**Run 1: signal wires by layer**

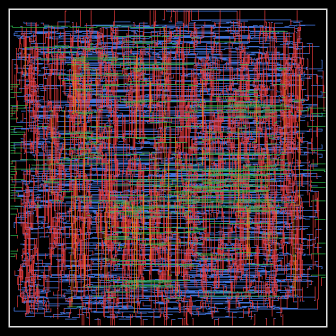
**Run 1: cell area per tile**

The die is cut into 16 by 16 equal tiles; white is low, dark blue is high, 0 to 100% covered.
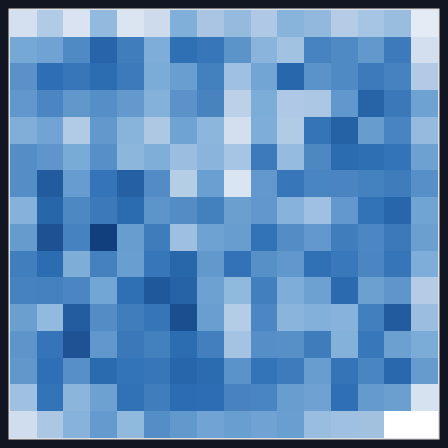
**Run 1: gate families picked out**

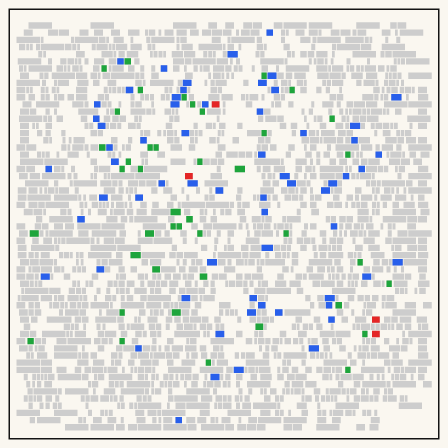
`src/rtl/alu_seq_unit.sv`:
```
// Sequential ALU: single-cycle ops pass through EXEC, shifts iterate one bit per cycle in SHIFT.
// The result is held in DONE until the consumer takes it.
module alu_seq_unit #(
  parameter int WIDTH   = 32,
  parameter int SHAMT_W = 5
) (
  input  logic               clk,
  input  logic               rst_n,
  input  logic               in_valid,
  output logic               in_ready,
  input  logic [WIDTH-1:0]   a,
  input  logic [WIDTH-1:0]   b,
  input  logic [3:0]         ALUcntrl,
  output logic               out_valid,
  input  logic               out_ready,
  output logic [WIDTH-1:0]   result,
  output logic [2:0]         flag,
  output logic               busy
);

  localparam logic [1:0] IDLE  = 2'd0;
  localparam logic [1:0] EXEC  = 2'd1;
  localparam logic [1:0] SHIFT = 2'd2;
  localparam logic [1:0] DONE  = 2'd3;

  localparam logic [3:0] OP_ADD = 4'b0000;
  localparam logic [3:0] OP_SUB = 4'b0001;
  localparam logic [3:0] OP_AND = 4'b0010;
  localparam logic [3:0] OP_OR  = 4'b0011;
  localparam logic [3:0] OP_XOR = 4'b0100;
  localparam logic [3:0] OP_NOT = 4'b0101;
  localparam logic [3:0] OP_SLL = 4'b0110;
  localparam logic [3:0] OP_SRL = 4'b0111;
  localparam logic [3:0] OP_SRA = 4'b1000;

  logic [1:0]         state_q, state_d;
  logic [WIDTH-1:0]   a_q, a_d, b_q, b_d;
  logic [3:0]         op_q, op_d;
  logic [SHAMT_W-1:0] cnt_q, cnt_d;
  logic [WIDTH-1:0]   result_q, result_d;
  logic [2:0]         flag_q, flag_d;

  logic [WIDTH:0]     sum, diff;
  logic [WIDTH-1:0]   alu_res, sh_next;
  logic               alu_c, in_shift;

  // Borrow of a-b equals the top bit of the zero-extended difference.
  always_comb begin
    sum     = {1'b0, a_q} + {1'b0, b_q};
    diff    = {1'b0, a_q} - {1'b0, b_q};
    alu_res = '0;
    alu_c   = 1'b0;
    case (op_q)
      OP_ADD: begin alu_res = sum[WIDTH-1:0];  alu_c = sum[WIDTH];  end
      OP_SUB: begin alu_res = diff[WIDTH-1:0]; alu_c = diff[WIDTH]; end
      OP_AND: alu_res = a_q & b_q;
      OP_OR:  alu_res = a_q | b_q;
      OP_XOR: alu_res = a_q ^ b_q;
      OP_NOT: alu_res = ~a_q;
      default: alu_res = '0;
    endcase
  end

  always_comb begin
    case (op_q)
      OP_SLL:  sh_next = {a_q[WIDTH-2:0], 1'b0};
      OP_SRL:  sh_next = {1'b0, a_q[WIDTH-1:1]};
      default: sh_next = {a_q[WIDTH-1], a_q[WIDTH-1:1]};
    endcase
  end

  assign in_shift = (ALUcntrl == OP_SLL) || (ALUcntrl == OP_SRL) || (ALUcntrl == OP_SRA);

  always_comb begin
    state_d  = state_q;
    a_d      = a_q;
    b_d      = b_q;
    op_d     = op_q;
    cnt_d    = cnt_q;
    result_d = result_q;
    flag_d   = flag_q;
    case (state_q)
      IDLE: if (in_valid) begin
        a_d  = a;
        b_d  = b;
        op_d = ALUcntrl;
        if (!in_shift) begin
          state_d = EXEC;
        end else if (b[SHAMT_W-1:0] == '0) begin
          // Zero-distance shift: the operand is the answer, skip SHIFT entirely.
          state_d  = DONE;
          result_d = a;
          flag_d   = {1'b0, a[WIDTH-1], a == '0};
        end else begin
          state_d = SHIFT;
          cnt_d   = b[SHAMT_W-1:0];
        end
      end
      EXEC: begin
        state_d  = DONE;
        result_d = alu_res;
        flag_d   = {alu_c, alu_res[WIDTH-1], alu_res == '0};
      end
      SHIFT: begin
        a_d   = sh_next;
        cnt_d = cnt_q - SHAMT_W'(1);
        if (cnt_q == SHAMT_W'(1)) begin
          state_d  = DONE;
          result_d = sh_next;
          flag_d   = {1'b0, sh_next[WIDTH-1], sh_next == '0};
        end
      end
      default: if (out_ready) state_d = IDLE;
    endcase
  end

  always_ff @(posedge clk or negedge rst_n) begin
    if (!rst_n) begin
      state_q  <= IDLE;
      a_q      <= '0;
      b_q      <= '0;
      op_q     <= '0;
      cnt_q    <= '0;
      result_q <= '0;
      flag_q   <= '0;
    end else begin
      state_q  <= state_d;
      a_q      <= a_d;
      b_q      <= b_d;
      op_q     <= op_d;
      cnt_q    <= cnt_d;
      result_q <= result_d;
      flag_q   <= flag_d;
    end
  end

  assign in_ready  = (state_q == IDLE);
  assign out_valid = (state_q == DONE);
  assign busy      = (state_q != IDLE);
  assign result    = result_q;
  assign flag      = flag_q;

endmodule

```
`config.mk`:
```
export PLATFORM = sky130hd
export DESIGN_NAME = alu_seq_unit
export DESIGN_NICKNAME = d
export VERILOG_FILES = /design/src/rtl/alu_seq_unit.sv
export SDC_FILE = /design/constraint.sdc
export NUM_CORES = 1
export LEC_CHECK = 0
export CORE_MARGIN = 2
export CORE_UTILIZATION = 45
export DETAILED_ROUTE_END_ITERATION = 6
export PLACE_DENSITY = 0.68
export REMOVE_ABC_BUFFERS = 1
export SYNTH_ARGS = -nofsm -noshare
export SYNTH_HDL_FRONTEND = slang
export SYNTH_SLANG_ARGS = --single-unit
```
`constraint.sdc`:
```
create_clock -name clk -period 3.8 [get_ports clk]
set_clock_uncertainty 0.05 [all_clocks]
set_input_delay 0.38 -clock clk [delete_from_list [all_inputs] [get_ports clk]]
set_output_delay 0.38 -clock clk [all_outputs]
set_load 0.1 [all_outputs]
```
==> run notes, run 1 <==
Quick summary of the implementation run below.

The flow ran to the end, and the final reports show no timing, DRC or antenna violations. Detailed routing placed a total of around 4200 µm of wire on met3. Endpoints failing hold in the final report were tallied at 0. The combinational gate area is around 0.0083 mm². In this run the clock root is driven by a sky130_fd_sc_hd__clkbuf_16. Global routing consumed, on the met3 layer, under 10% of the routing resources. The worst path arrival time came out at about 4 ns. After synthesis, the mean cell area works out to roughly 7.5 µm². Detailed routing placed a total of ~21000 µm of wire on met2.

The buffering stage count on the worst path with inverters included came out at 3. The yosys synthesis warning count is 0. In the log, the iteration count for the first detailed-route pass is 6. Port buffering added approximately 110 buffers. The cell with the largest stage delay on the worst path is sky130_fd_sc_hd__dfrtp_2. The global-route wire length before repair came out at about 73000 µm. The flop-to-flop setup slack is ~0.01 ns. Among all cell types in the netlist, the one instantiated most often is sky130_fd_sc_hd__a21oi_1. The fmax came out at 0.264 GHz.

The number of cells produced by synthesis is about 1.5k. The prevailing logic family in the synthesized netlist is AND-OR/OR-AND gates. The cell depth of the worst hold path is 1. The async set or reset register ratio after synthesis came out at 100%.

The detailed-placement wirelength estimate is between 30000 and 40000 µm. The number of antenna violations at the first check in global routing came to 1.
-- 'signal wires by layer' (at the start) --
met3: in green, wire length 4240 µm. met2: in red, wire length 21.1 mm. met4: in orange, wire length 1540 µm. met1: in blue, wire length 21.0 mm.

-- 'cell area per tile' (at the start) --
12% of the tiles are over 75% full. 0.80% of the tiles are nearly empty. The fullest tile reaches 94%. The mean over all tiles is 57%.
Core Region: 0.0245 mm²
pre-placement core utilization: 46.1%
fraction of the core area covered by cells at the end of the flow: 63.1%

-- 'gate families picked out' (at the start) --
AND-OR and OR-AND gates: in blue, cells 63. XOR/XNOR gates: in red, cells 4. AND and OR gates: in green, cells 42.
top logic cell by instance count in the layout: sky130_fd_sc_hd__buf_4
logic share of the area: 53.7%
Final Non-Filler Cells: 2147

==> run 1: stage by stage <==
stage	hold slack (ns)	utilization (%)	instance area, µm²	worst slack, ns
after floorplan	0.0344	-	10900	-2.93
after global placement	0.373	59.4	14500	-0.273
after detailed placement	0.388	59.4	14500	-0.560
after CTS	0.435	61.4	15000	0.0132
after global routing	0.457	63.1	15400	-0.106
final	0.430	63.1	15400	0.0100
==> run 1: kinds of logic (layout without fill, tap and decap cells) <==
kind of cell | after synthesis | after routing
AND-OR/OR-AND | 537 | 537
XOR/XNOR | 4 | 4
adder cells (fa/ha/maj) | 113 | 113
buffers and inverters | 209 | 522
flip-flops | 109 | 109
multiplexers | 47 | 47
other | 0 | 1
AND/OR/NAND/NOR | 490 | 490
==> run 1: repair_timing <==
action / in CTS / in global routing
endpoints found under the setup margin: 8 / 13
pin swaps: 15 / 33
gates resized: 30 / 75
hold buffers: 1 / 0
buffers inserted: 2 / 7
hold endpoints to repair: 15 / 0
==> run 1: area by class of cell <==
type                       count  area share (%)
sequential                   109            17.7
antenna                        1          0.0162
clock buffer                   9            1.46
timing repair buffer         399            21.4
inverter                     107            2.60
tap                          324            2.62
clock inverter                 7           0.551
multi-input combinational   1191            53.7
==> run 1: cells in the final DEF, fill, tap and decap left out, drive strengths merged, types with 11 or more instances in the layout <==
cell type	n
a211oi	26
buf	290
nor3	35
o221ai	11
o21ai	135
inv	110
o211ai	16
nand2	149
o21bai	12
a21o	16
o31ai	25
nor2	157
clkdlybuf4s50	108
nor4	28
nand3	27
mux2	37
ha	111
o22ai	21
a21oi	160
nand4	15
a31oi	13
dfrtp	109
==> run 1: sequential cells by signal, summed over array words and instances, names as in the netlist <==
name,flops
b_q,32
op_q,4
a_q,32
flag,3
cnt_q,5
result,31
state_q,2
==> run 2: changes to the inputs <==
--- a/config.mk
+++ b/config.mk
@@ -5,6 +5,7 @@
 export SDC_FILE = /design/constraint.sdc
 export NUM_CORES = 1
 export LEC_CHECK = 0
+export CAP_MARGIN = 20
 export CORE_MARGIN = 2
 export CORE_UTILIZATION = 45
 export DETAILED_ROUTE_END_ITERATION = 6
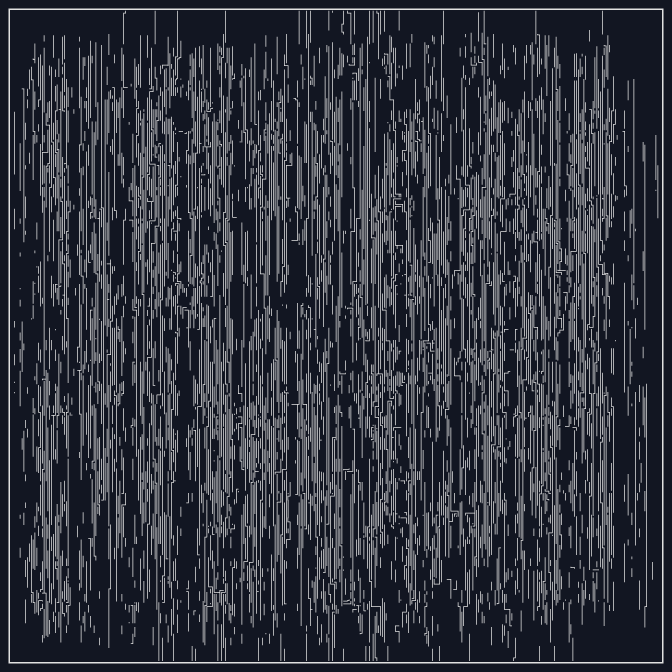
**Above:** run 2 (the metal 2 layer).
The layer holds 44% of the routed length. The layer carries 21.1 mm of wire. The wires run mostly vertical.

==> run 2 against run 1 <==
Effect of this change:
- die area unchanged
- wire length unchanged
- non-clock buffer count unchanged
- fmax unchanged
- core utilization unchanged
- synthesized cell count unchanged
- design area unchanged
- flip-flop count unchanged
- highest routed layer unchanged
==> run notes, run 2 <==
Quick summary of the implementation run below.

The cell depth of the worst hold path came out at 1 (unchanged). The placeable core region is 0.0245 mm² (unchanged). The final standard cell count with taps included and fillers excluded is 2147 (unchanged).

The number of enable-type register cells in the synthesized netlist came out at 0. The tree is rooted in a sky130_fd_sc_hd__clkbuf_16. The I/O pin count is 110. The smallest clock period supported by the final layout is computed as between 3 and 4 ns. The most frequent cell after synthesis is sky130_fd_sc_hd__a21oi_1. The detailed-placement wirelength estimate came out at 35700 µm (unchanged). Per STA, the endpoint of the critical path is flag[0]$_DFFE_PN0P_. The prevailing logic family in the synthesized netlist is AND-OR/OR-AND gates. Per the cell usage report, the commonest logic cell in the layout is sky130_fd_sc_hd__buf_4.

Setup repair after global routing could not meet its margin everywhere. The run finished with clean final reports. The number of nets still failing antenna checks after routing came out at 0. The number of standard-cell rows in the floorplan is roughly 57. The async set or reset register ratio after synthesis came out at 100% (unchanged).

The worst endpoint required time came out at between 4 and 5 ns. The mean instance size in the synthesized netlist is 7.47 µm² (unchanged). The count of TritonRoute iterations in the first routing pass came to 6 (unchanged). The number of antenna violations at the first check in global routing came to 1 (unchanged). The yosys synthesis warning count is 0 (unchanged). The flop-to-flop setup slack is 0.01 ns (about the same). For reference, compound AND-OR and OR-AND cells occupy roughly 30% of the area reported after synthesis. The slowest stage of the critical path is the sky130_fd_sc_hd__dfrtp_2 cell. The CTS tree is done. The global-route wire length before repair is 73200 µm (unchanged). The number of cells produced by synthesis came to 1509 (unchanged). The fmax is 0.264 GHz (unchanged).

The start point of the critical path is a_q[0]$_DFFE_PN0P_. In the layout the commonest cells are 287 x sky130_fd_sc_hd__buf_4, 156 x sky130_fd_sc_hd__nor2_1, 154 x sky130_fd_sc_hd__a21oi_1. The number of port buffers was 109 (unchanged). The maximum root-to-sink buffer count is 2. The hold violation count in the final report came out at 0 (unchanged).

The CTS report gives the tree buffer count as 9. The final hold slack was 0.430 ns (unchanged). The total placed instance area came to 0.0145 mm² (unchanged). The area of all placed cells without fillers is 0.0154 mm² (unchanged). OpenROAD reports that the post-layout worst path occupies between 90% and 100% of the period. For this run the aggregate overflow at the end of global routing stands at 0. The starting density of the core is 46.1% (unchanged). The worst path arrival time came out at 4.06 ns (about the same).

Looking at area per cell type in the netlist, the leader is sky130_fd_sc_hd__dfrtp_1. The buffering stage count on the worst path with inverters included was 3 (unchanged). Between the synthesized netlist and the finished layout, the area growth was recorded as 37.0%. STA classifies the critical path startpoint as a register. For this run, the post-layout net count is approximately 2k. The cell count of the worst reg-to-reg path came out at 15.
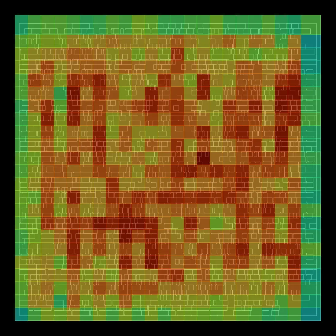
**Above:** run 2 (routing congestion).
Global Route met1 Usage: 50.2%
met2 global-route usage: 56.5%
Most Used Layer, Global Route: met2
overall global routing resource usage: 36.1%

-- run 2: layout make-up --
class	instances	area, µm²
fill	2192	9020
multi-input combinational	1191	8290
timing repair buffer	399	3310
sequential	109	2730
tap	324	405
inverter	107	402
clock buffer	9	225
clock inverter	7	85.1
antenna	1	2.50
-- run 2: per-stage QoR --
step	setup slack, ns	TNS, ns	utilization, %
3_3_place_gp	-0.273	-0.641	59.4
6_report	0.0100	0	63.1
2_1_floorplan	-2.93	-175.83	-
3_5_place_dp	-0.560	-1.14	59.4
4_1_cts	0.0132	0	61.4
5_1_grt	-0.106	-0.144	63.1
-- run 2: cell families (layout without fill, tap and decap cells) --
logic type | count (synthesis) | in the layout
XOR/XNOR | 4 | 4
adder cells (fa/ha/maj) | 113 | 113
flip-flops | 109 | 109
buffers and inverters | 209 | 522
multiplexers | 47 | 47
other | 0 | 1
AND/OR/NAND/NOR | 490 | 490
AND-OR/OR-AND | 537 | 537
-- run 2: repair_timing --
| action | 4_1_cts | 5_1_grt |
|---|---|---|
| setup endpoints to repair | 8 | 13 |
| gates resized | 30 | 75 |
| pin swaps | 15 | 33 |
| hold endpoints to repair | 15 | 0 |
| hold buffers | 1 | 0 |
| buffers inserted | 2 | 7 |
-- run 2: routing by layer --
layer	up-vias	global-route usage (%)	part of all wire, %
li1	6101	-	-
met1	6265	50.2	44
met2	598	56.5	44
met3	101	6.66	8.8
met4	0	11.9	3.2
met5	-	0	0
